File: src/rtl/alu_pkg.sv
// Shared ALU definitions: op codes, datapath widths and the operand bundle
// carried from a requester to the ALU ports.
package alu_pkg;

    localparam int XLEN      = 32;
    localparam int ALUCTRL_W = 4;

    typedef enum logic [ALUCTRL_W-1:0] {
        ALU_ADD   = 4'd0,
        ALU_SUB   = 4'd1,
        ALU_XOR   = 4'd2,
        ALU_OR    = 4'd3,
        ALU_AND   = 4'd4,
        ALU_SLL   = 4'd5,
        ALU_SRL   = 4'd6,
        ALU_SRA   = 4'd7,
        ALU_SLT   = 4'd8,
        ALU_SLTU  = 4'd9,
        ALU_LUI   = 4'd10,
        ALU_AUIPC = 4'd11
    } alu_op_e;

    typedef struct packed {
        logic [XLEN-1:0]      src_a;
        logic [XLEN-1:0]      src_b;
        logic [XLEN-1:0]      pc;
        logic [ALUCTRL_W-1:0] ctrl;
        logic                 imm;
        logic                 srca_sel;
    } alu_req_t;

endpackage

File: src/rtl/rr_arbiter.sv
// Combinational round-robin pick: first requester at or above rr_ptr wins,
// wrapping to index 0. The pointer register itself lives in the parent.
module rr_arbiter #(
    parameter int NUM_REQ = 2,
    parameter int ID_W    = 1
) (
    input  logic [NUM_REQ-1:0] req,
    input  logic [ID_W-1:0]    rr_ptr,
    output logic [NUM_REQ-1:0] gnt,
    output logic [ID_W-1:0]    gnt_id
);

    logic found;

    always_comb begin
        found  = 1'b0;
        gnt_id = '0;
        // Upper segment [rr_ptr, NUM_REQ) first, then the wrapped segment.
        for (int j = 0; j < NUM_REQ; j++) begin
            if (!found && req[j] && (j >= int'(rr_ptr))) begin
                found  = 1'b1;
                gnt_id = ID_W'(j);
            end
        end
        for (int j = 0; j < NUM_REQ; j++) begin
            if (!found && req[j]) begin
                found  = 1'b1;
                gnt_id = ID_W'(j);
            end
        end
        gnt = '0;
        for (int j = 0; j < NUM_REQ; j++) begin
            gnt[j] = found && (gnt_id == ID_W'(j));
        end
    end

endmodule

File: src/rtl/alu_share_arbiter.sv
// Shares one combinational ALU between NUM_REQ requesters: round-robin grant,
// operand register (S1) on the ALU ports, tagged result register (S2) out.
module alu_share_arbiter
    import alu_pkg::*;
#(
    parameter int NUM_REQ = 2,
    parameter int ID_W    = 1
) (
    input  logic                   CLK,
    input  logic                   RESETn,
    input  logic [NUM_REQ-1:0]     req_valid,
    output logic [NUM_REQ-1:0]     req_ready,
    input  logic [NUM_REQ*32-1:0]  req_src_a,
    input  logic [NUM_REQ*32-1:0]  req_src_b,
    input  logic [NUM_REQ*4-1:0]   req_ctrl,
    input  logic [NUM_REQ*32-1:0]  req_pc,
    input  logic [NUM_REQ-1:0]     req_imm,
    input  logic [NUM_REQ-1:0]     req_srca_sel,
    input  logic                   flush,
    output logic [31:0]            alu_src_a,
    output logic [31:0]            alu_src_b,
    output logic [31:0]            alu_pc,
    output logic [3:0]             alu_control,
    output logic                   alu_imm,
    output logic                   alu_srca_sel,
    input  logic [31:0]            alu_result,
    output logic                   resp_valid,
    input  logic                   resp_ready,
    output logic [ID_W-1:0]        resp_id,
    output logic [31:0]            resp_result,
    output logic                   busy
);

    // Handshake: a request transfers on an edge where req_valid[i] && req_ready[i];
    // a response transfers where resp_valid && resp_ready. Neither ready depends
    // on the same-side valid of the other channel, only on pipeline occupancy.

    logic [ID_W-1:0]    rr_ptr;
    logic [ID_W-1:0]    win_id;
    logic [NUM_REQ-1:0] gnt;
    alu_req_t           win_op;
    alu_req_t           s1_op;
    logic               s1_valid;
    logic [ID_W-1:0]    s1_id;
    logic               s2_valid;
    logic [ID_W-1:0]    s2_id;
    logic [31:0]        s2_result;
    logic               s2_adv;
    logic               s1_free;
    logic               grant_en;
    logic               grant_fire;

    rr_arbiter #(.NUM_REQ(NUM_REQ), .ID_W(ID_W)) u_rr_arbiter (
        .req    (req_valid),
        .rr_ptr (rr_ptr),
        .gnt    (gnt),
        .gnt_id (win_id)
    );

    assign s2_adv     = s1_valid && (!s2_valid || resp_ready);
    assign s1_free    = !s1_valid || s2_adv;
    assign grant_en   = s1_free && !flush && RESETn;
    assign req_ready  = grant_en ? gnt : '0;
    assign grant_fire = grant_en && (|req_valid);

    always_comb begin
        win_op = '0;
        for (int i = 0; i < NUM_REQ; i++) begin
            if (gnt[i]) begin
                win_op.src_a    = req_src_a[32*i +: 32];
                win_op.src_b    = req_src_b[32*i +: 32];
                win_op.pc       = req_pc[32*i +: 32];
                win_op.ctrl     = req_ctrl[4*i +: 4];
                win_op.imm      = req_imm[i];
                win_op.srca_sel = req_srca_sel[i];
            end
        end
    end

    always_ff @(posedge CLK or negedge RESETn) begin
        if (!RESETn) begin
            rr_ptr    <= '0;
            s1_valid  <= 1'b0;
            s1_op     <= '0;
            s1_id     <= '0;
            s2_valid  <= 1'b0;
            s2_id     <= '0;
            s2_result <= '0;
        end else begin
            if (grant_fire) begin
                rr_ptr <= (win_id == ID_W'(NUM_REQ - 1)) ? '0 : win_id + 1'b1;
            end

            if (flush) begin
                s1_valid <= 1'b0;
            end else if (grant_fire) begin
                s1_valid <= 1'b1;
                s1_op    <= win_op;
                s1_id    <= win_id;
            end else if (s2_adv) begin
                s1_valid <= 1'b0;
            end

            // A result sitting in S2 during flush is dropped, even if resp_ready.
            if (flush) begin
                s2_valid <= 1'b0;
            end else if (s2_adv) begin
                s2_valid  <= 1'b1;
                s2_result <= alu_result;
                s2_id     <= s1_id;
            end else if (resp_ready && s2_valid && !s1_valid) begin
                s2_valid <= 1'b0;
            end
        end
    end

    assign alu_src_a    = s1_op.src_a;
    assign alu_src_b    = s1_op.src_b;
    assign alu_pc       = s1_op.pc;
    assign alu_control  = s1_op.ctrl;
    assign alu_imm      = s1_op.imm;
    assign alu_srca_sel = s1_op.srca_sel;

    assign resp_valid  = s2_valid;
    assign resp_id     = s2_id;
    assign resp_result = s2_result;
    assign busy        = s1_valid || s2_valid;

endmodule

File: config.mk
export PLATFORM = sky130hd
export DESIGN_NAME = alu_share_arbiter
export DESIGN_NICKNAME = d
export VERILOG_FILES = /design/src/rtl/alu_pkg.sv /design/src/rtl/rr_arbiter.sv /design/src/rtl/alu_share_arbiter.sv
export SDC_FILE = /design/constraint.sdc
export NUM_CORES = 1
export LEC_CHECK = 0
export ABC_AREA = 1
export CAP_MARGIN = 25
export CORE_ASPECT_RATIO = 0.6
export CORE_MARGIN = 2
export CORE_UTILIZATION = 39
export DETAILED_ROUTE_END_ITERATION = 10
export MAX_ROUTING_LAYER = met4
export PLACE_DENSITY = 0.88
export SYNTH_ARGS = -nofsm -noshare
export SYNTH_HDL_FRONTEND = slang
export SYNTH_SLANG_ARGS = --single-unit
File: constraint.sdc
create_clock -name CLK -period 1.4 [get_ports CLK]
set_input_delay 0.28 -clock CLK [delete_from_list [all_inputs] [get_ports CLK]]
set_output_delay 0.28 -clock CLK [all_outputs]
set_load 0.05 [all_outputs]
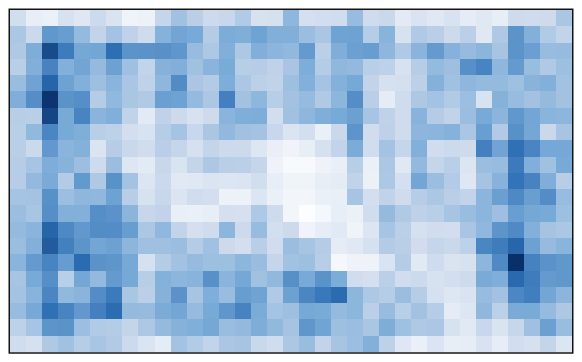
wire_density.png
The die is cut into 35 by 21 equal tiles; white is low, dark blue is high, scaled to the fullest tile. Values are wire area over tile area, all layers added.
tiles over half the peak = 21%
fullest tile = 0.78
mean over tiles = 0.29
emptiest ninth of the die = center
nearly empty tiles = 0.10%
total global-route track usage: 34.1%
Vias: 8,348

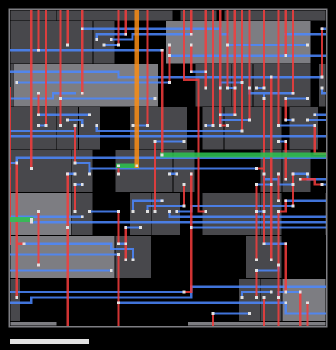
zoom.png
Bar = 5 um. Window x 78 to 98, y 65 to 85 um. Cells in gray, sequential cells in the stronger gray; small squares are vias.
blue -> met1
red -> met2
green -> met3
orange -> met4
netlist names of flops here include = alu_pc (2), alu_src_a (1)
sequential cells in the window = 3
cells with their middle in the window = 29
most frequent = nand2_1 (13), clkdlybuf4s50_1 (5)

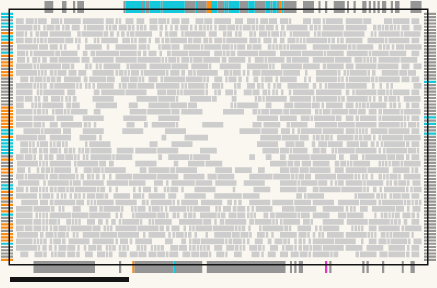
pins.png
Bar = 50 um. Pins as bars across the die edge, other pins in gray.
cyan -> req_pc  # pins 64, direction input, edge 41 north, 18 west, 4 east, 1 south
magenta -> resp_valid  # pins 1, direction output, edge south
orange -> alu_src_a  # pins 32, direction output, edge 28 west, 3 north, 1 south
all pins by edge = 118 north, 109 south, 77 west, 77 east
overall die width: 175 um
PortBufs: 380
Chip Height: 107 um

==> Changelog: implementation <==
### Changed

* CP Capture Point: req_ready[1]
* R2R Setup Slk at -200 ps
* Logic family by area: simple AND/OR/NAND/NOR gates
* Synthesized instance count at 943
* Comb area share at 23.5%
* Fillers at 930
* Clock buf count at 17
* Final Worst Setup Slack at -212 ps
* Vias in the first global route at 8,574
* Metal-1 WL at 12.0 mm
* Core Area at 17,200 um2
* GR peak layer: met2
* Final clock-cell share at 4.27%
* Critical path launch point: flush
* Worst Setup End Kind: output port
* Critical path class: input port to output port
* Worst-Margin Slew at 770 ps
* Final wirelength at 32.2 mm
* Finished Layout Cells at 1,594
* Slowest-stage cell, CP: clkdlybuf4s50_1
* Top-area cell type share of the netlist area at 50.8%
* Syn Area/Cell at 7.26 um2
* Comb_multi_in at 732
* Setup bufs post-CTS at 23
* CP bufs+invs at 2
* Tapcells at 234
* Top cell category: buffers
* Clock share of power at 24.3%
* Stage-log warning count at 31
* Fraction of area in registers at 24.6%
* Comb gate area at 3320 um2
* Mux cell area share at 0%
* Detail Route met2 WL at 16.4 mm
* Post-synthesis sequential area ratio at 50.8%
* TritonRoute pass-1 iters at 5
* Leading area contributor after synthesis: dfrtp_1
* Clock tree buffer depth at 2
* Final estimated routing congestion in global placement at 0.908
* Post-DP Area at 12,300 um2
* Fin util at 82.3%
* Signal inverters at 7
* Mapped Nets at 1,185
* Comb pwr at 8990 uW
* Reg-to-reg critical path startpoint: s1_valid
* Wire per inst at 20.2 um
* FP Core Util at 39.9%
* Clock net sink count at 139
* Critical path depth in cells at 5
* Ys cells at 943
* Power Density at 1370 nW/um2
* Clk_lat worst skew at 410 ps
* Failing checks: negative setup slack
* Htree depth at 4
* Reg power frac at 29.2%
* Critical path cell sequence: clkdlybuf4s50_1, nor2_4, nand2_4, nor2_4, buf_12
* Power, Total at 19,300 uW
* Worst Skew at 10.6 ps
* Biggest consumer: combinational cells
* CTS buffer count at 17
* Yosys reg bits at 139
* R2R depth at 10
* Count leader, synth: nand2_1
* GR Layer Usage met1 at 38.1%
* Tmin final at 1610 ps
* Ao+oa area frac at 0.420%
* Worst-path maximum fanout at 2
* Worst Path Arrival at 1330 ps
* # rows at 37
* Synth top area cells: dfrtp_1 (51%), nand2_1 (32%), nand3_1 (9.9%), buf_2 (2.1%), buf_6 (1.5%)
* Final Hold Fails at 0
* Max Clk Rate at 0.620 GHz
* DP HPWL at 19.5 mm
* Mapped Area at 6850 um2
* Largest net degree at the start of global routing at 140
* Inst Count DP at 1,516
* Cell Type Count at 18
* Gate power share at 46.5%
* Worst hold slack at 4.17 ps
* Clock slew at reported path FFs at 70 ps
* Reg area at 3480 um2
* Top cells by instance count after synthesis: nand2_1 (583), dfrtp_1 (139), nand3_1 (136), buf_2 (29), clkbuf_1 (14)
* Sw frac at 39.1%
* Chip Area, Yosys at 6850 um2
* Share of cells above drive strength 1 at 25.3%
* DR vias/cell at 5.24
* Worst slack, placed at -543 ps
* Critical path launch point type: input port
* Most frequent logic cell in the layout: nand2_1
* CTS tree: done
* Design Area, Final at 14,100 um2
* Highest routed layer: met4
* Drt drc at 0
* Flip-flop and latch count at 139
* Number of diodes at 3
* Max stage delay on crit path at 490 ps
* Area grow syn2layout at 106%
* I/O pins at 381
* Worst reg2reg endpoint: alu_src_b[4]
* Initial antenna violation count at 3
* Final ANT Viol Nets at 0
* Post-CTS resize count at 54
* Async SR Flop Fraction at 100%
* Worst path required time at 1120 ps
* Sequential Power at 5650 uW
* WL met3 at 2.91 mm
* Number of enable flip-flop cells at 0
* Top cells excl fill/tap: nand2_1 (497), clkdlybuf4s50_1 (238), buf_12 (161)
* Max-slew violations at 0
* Yosys Warn Count at 0
* Clock group power at 4710 uW
* Pleak at 0.00708 uW
* Starting DRT DRC Count at 784
* Yosys simple share at 42.7%
* Buffering overhead at 45.3%
* GR Util met2 at 59.6%
* Final setup viols at 105
* Yosys adder share at 0%
* CTS root buf: clkbuf_16
* Min-Delay Path Class: input port to async pin
* Max rail drop VDD at 0.741 mV
* Crit share post-route at 115%
* Post-synthesis xor/xnor area fraction at 0%
* Top_reg_cell synth: dfrtp_1
* Outcome: finished with violations
* Die Size at 18,700 um2
* Max-slew headroom at 48.7%
* First-pass GRT wire length at 47.4 mm
Power and IR drop assume default switching activity.
